Wiring by layer:
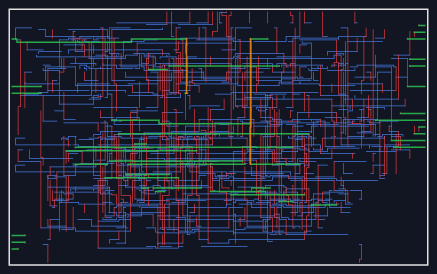
Routed clock nets over the placement:
Scale bar: 20 um.
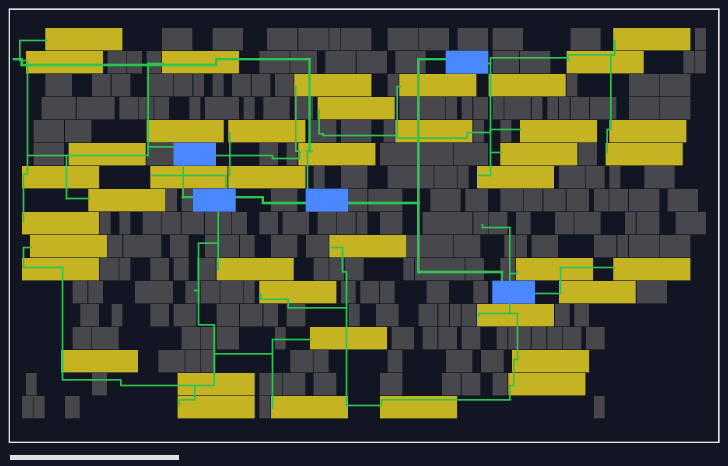
`config.mk`:
```
export PLATFORM = sky130hd
export DESIGN_NAME = dispense_sequencer
export DESIGN_NICKNAME = d
export VERILOG_FILES = /design/src/rtl/dispense_sequencer.sv
export SDC_FILE = /design/constraint.sdc
export NUM_CORES = 1
export LEC_CHECK = 0
export ABC_CLOCK_PERIOD_IN_PS = 4450
export CORE_ASPECT_RATIO = 0.6
export CORE_UTILIZATION = 58
export CTS_CLUSTER_SIZE = 12
export DETAILED_ROUTE_END_ITERATION = 8
export GPL_ROUTABILITY_DRIVEN = 0
export PLACE_DENSITY = 0.85
export REMOVE_ABC_BUFFERS = 1
export SYNTH_ARGS = -nofsm -noshare
export SYNTH_HDL_FRONTEND = slang
export SYNTH_SLANG_ARGS = --single-unit
```
`constraint.sdc`:
```
create_clock -name clk_1M -period 4.45 [get_ports clk_1M]
set_input_delay 1.1125 -clock clk_1M [delete_from_list [all_inputs] [get_ports clk_1M]]
set_output_delay 1.1125 -clock clk_1M [all_outputs]
set_load 0.01 [all_outputs]
```
`src/rtl/dispense_sequencer.sv`:
```
// Servo gate dispense sequencer: open, hold, close via a PWM pulse-train
// generator, with a one-deep request queue and a fault trap.
module dispense_sequencer #(
  parameter logic [10:0] OPEN_WIDTH  = 11'd2000,
  parameter logic [10:0] CLOSE_WIDTH = 11'd1000,
  parameter int unsigned HOLD_CYCLES = 500000
) (
  input  logic        clk_1M,
  input  logic        rst_n,
  input  logic        dispense_req,
  input  logic        clear_fault,
  input  logic        train_idle,
  output logic        train_req,
  output logic [10:0] train_width,
  output logic        busy,
  output logic        done,
  output logic        fault,
  output logic [15:0] dispense_count
);

  typedef enum logic [3:0] {
    S_IDLE,
    S_OPEN_REQ,
    S_OPEN_ACK,
    S_OPEN_WAIT,
    S_HOLD,
    S_CLOSE_REQ,
    S_CLOSE_ACK,
    S_CLOSE_WAIT,
    S_DONE,
    S_FAULT
  } state_e;

  localparam logic [19:0] HOLD_LOAD = 20'(HOLD_CYCLES - 1);

  state_e      state_q, state_d;
  logic        pending_q, pending_d;
  logic [19:0] hold_q, hold_d;
  logic [15:0] count_q, count_d;

  always_ff @(posedge clk_1M or negedge rst_n) begin
    if (!rst_n) begin
      state_q   <= S_IDLE;
      pending_q <= 1'b0;
      hold_q    <= '0;
      count_q   <= '0;
    end else begin
      state_q   <= state_d;
      pending_q <= pending_d;
      hold_q    <= hold_d;
      count_q   <= count_d;
    end
  end

  always_comb begin
    state_d   = state_q;
    pending_d = pending_q;
    hold_d    = hold_q;
    count_d   = count_q;
    // Requests arriving mid-sequence queue one more run
    if (dispense_req && state_q != S_IDLE && state_q != S_FAULT)
      pending_d = 1'b1;
    unique case (state_q)
      S_IDLE: begin
        if ((dispense_req || pending_q) && train_idle) begin
          state_d   = S_OPEN_REQ;
          pending_d = 1'b0;
        end
      end
      S_OPEN_REQ:  state_d = S_OPEN_ACK;
      S_OPEN_ACK:  state_d = train_idle ? S_FAULT : S_OPEN_WAIT;
      S_OPEN_WAIT: begin
        if (train_idle) begin
          state_d = S_HOLD;
          hold_d  = HOLD_LOAD;
        end
      end
      S_HOLD: begin
        if (hold_q == '0) state_d = S_CLOSE_REQ;
        else              hold_d  = hold_q - 20'd1;
      end
      S_CLOSE_REQ:  state_d = S_CLOSE_ACK;
      S_CLOSE_ACK:  state_d = train_idle ? S_FAULT : S_CLOSE_WAIT;
      S_CLOSE_WAIT: if (train_idle) state_d = S_DONE;
      S_DONE: begin
        state_d = S_IDLE;
        if (count_q != 16'hFFFF) count_d = count_q + 16'd1;
      end
      S_FAULT: begin
        pending_d = 1'b0;
        if (clear_fault) state_d = S_IDLE;
      end
      default: state_d = S_IDLE;
    endcase
  end

  always_comb begin
    train_req   = (state_q == S_OPEN_REQ) || (state_q == S_CLOSE_REQ);
    train_width = CLOSE_WIDTH;
    // Width stays open for the whole opening pulse train and hold
    if (state_q == S_OPEN_REQ || state_q == S_OPEN_ACK ||
        state_q == S_OPEN_WAIT || state_q == S_HOLD)
      train_width = OPEN_WIDTH;
    busy           = (state_q != S_IDLE);
    done           = (state_q == S_DONE);
    fault          = (state_q == S_FAULT);
    dispense_count = count_q;
  end

endmodule

```
==> results_dict.tcl <==
# place-and-route summary
set metrics [dict create \
    vdd_drop_max_mv 0.393 \
    lay_top_cells "dfrtp_1, clkdlybuf4s50_1, nor2_1" \
    status "finished clean" \
    place_ws_ns 1.31 \
    fin_ws_ns 1.19 \
    cap_violations 0 \
    hp-class "reg -> reg" \
    intPower_w 0.000817 \
    num_rows 17 \
    cts_resized 0 \
    grt_max_degree 42 \
    diodes 0 \
    synth-edff-count 0 \
    warnings 26 \
    min_to "pending_q$_DFF_PN0_" \
    p_switching_w 0.000512 \
    antenna_found_initial 0 \
    antenna_left 0 \
    root_buffer "clkbuf_8" \
    finalClockSkew_ns 0.00526 \
    max_freq_mhz 307 \
    ioPinCount 36 \
    cts_buffers 5 \
    nets 271 \
    placed_area_sq_um 2570 \
    crit_path_end_kind "output port" \
    final_max_slew_viol_count 0 \
    tns_ns 0 \
    async_reset_ff_frac 1.00 \
    crit_slowest_cell "clkdlybuf4s50_1" \
    worstPathArrival_ns 2.14 \
    cts.path.max_buffers 2 \
    power_density_nw_per_um2 501 \
    post-route-cell-area_sq_um 2650 \
    startpoint_type "flop" \
    cts_tree "done" \
    worst_slew_pin_slew_ns 0.901 \
    rsz0062_at_grt "no" \
    drive_above_1_share 0.0720 \
    worstHoldStart "pending_q$_DFF_PN0_" \
]
Notes on 'wiring by layer' above:
| layer | colour | wire length |
|---|---|---|
| M3 | green | 409 um |
| M4 | orange | 36.0 um |
| M1 | blue | 2450 um |
| M2 | red | 1980 um |
via count: 1897
gr usage total: 0.249
final wirelength: 4.88 mm
routed len/inst: 15.7 um

Notes on 'routed clock nets over the placement' above:
[clock-net drivers] blue | count: 5
[flip-flops] yellow | count: 41
[clock wires] green | length: 509 um
routed clock nets: 6
flops lie: all over the die

[registers in the layout, indices dropped and copies added (netlist names)]
name / cells
pending_q: 1
dispense_count: 16
state_q: 4
hold_q: 20
[Yosys cell counts, drive strengths merged, types with 2 or more instances]
master | count | area [sq um]
dfrtp | 41 | 1030
o211ai | 2 | 15.0
o31ai | 7 | 52.6
buf | 13 | 93.8
xor2 | 5 | 43.8
nor4 | 5 | 31.3
and2 | 2 | 12.5
or4 | 8 | 60.1
a21oi | 15 | 86.3
a31oi | 7 | 43.8
nand2 | 14 | 52.6
and4 | 2 | 17.5
nor4b | 2 | 32.5
a2111o | 2 | 22.5
conb | 2 | 7.51
mux2i | 2 | 20.0
nand2b | 6 | 37.5
nor2 | 17 | 63.8
ha | 3 | 37.5
nand4 | 10 | 62.6
inv | 7 | 26.3
o21ai | 6 | 41.3
nand4b | 2 | 17.5
o21a | 3 | 22.5
or3 | 8 | 55.1
nor2b | 2 | 12.5
nor3 | 5 | 25.0
xnor2 | 10 | 87.6
nand3 | 10 | 50.1
or2 | 2 | 12.5
clkbuf | 6 | 22.5
and3 | 3 | 18.8
[stage by stage]
| stage | util | hold WS, ns |
|---|---|---|
| finish | 0.708 | 0.501 |
| floorplan | - | 0.466 |
| global route | 0.708 | 0.529 |
| CTS | 0.708 | 0.504 |
| detailed placement | 0.686 | 0.486 |
| global placement | 0.686 | 0.483 |
[logic make-up after synthesis]
| group | share of synthesized area |
|---|---|
| and+or+nand+nor | 0.254 |
| AOI/OAI and AO/OA | 0.154 |
| DFF | 0.441 |
| buffers and inverters | 0.0614 |
| xor gates and xnor gates | 0.0565 |
| adders and majority gates | 0.0161 |
| muxes | 0.0135 |
| other | 0.00323 |
[worst max-delay path by stage]
stage,start,to
global placement,train_idle,hold_q[13]$_DFFE_PN0P_
floorplan,state_q[1]$_DFFE_PN0P_,train_width[3]
global route,state_q[1]$_DFFE_PN0P_,train_width[10]
finish,state_q[1]$_DFFE_PN0P_,train_width[4]
CTS,state_q[1]$_DFFE_PN0P_,train_width[4]
detailed placement,train_idle,hold_q[13]$_DFFE_PN0P_
[area by class of cell]
class	count	area, sq um
inverters	7	26.3
multi-input cells	179	1170
clock buffers	6	72.6
repair buffers	29	283
well taps	47	58.8
clock inverters	2	10.0
flip-flops and latches	41	1030
fillers	284	1090
[layer usage]
layer	vias up	routed length, um	GRT usage
li1	916	-	-
met1	912	2450	0.376
met5	-	0	0
met2	64	1980	0.348
met3	5	409	0.0775
met4	0	36	0.0565
[power groups by stage]
stage | combinational, W | sequential, W | clock (W)
detailed placement | 0.000489 | 0.000606 | 0
global route | 0.000537 | 0.000623 | 0.000256
finish | 0.000490 | 0.000603 | 0.000236
floorplan | 0.000297 | 0.000579 | 0
CTS | 0.000490 | 0.000600 | 0.000243
global placement | 0.000477 | 0.000603 | 0
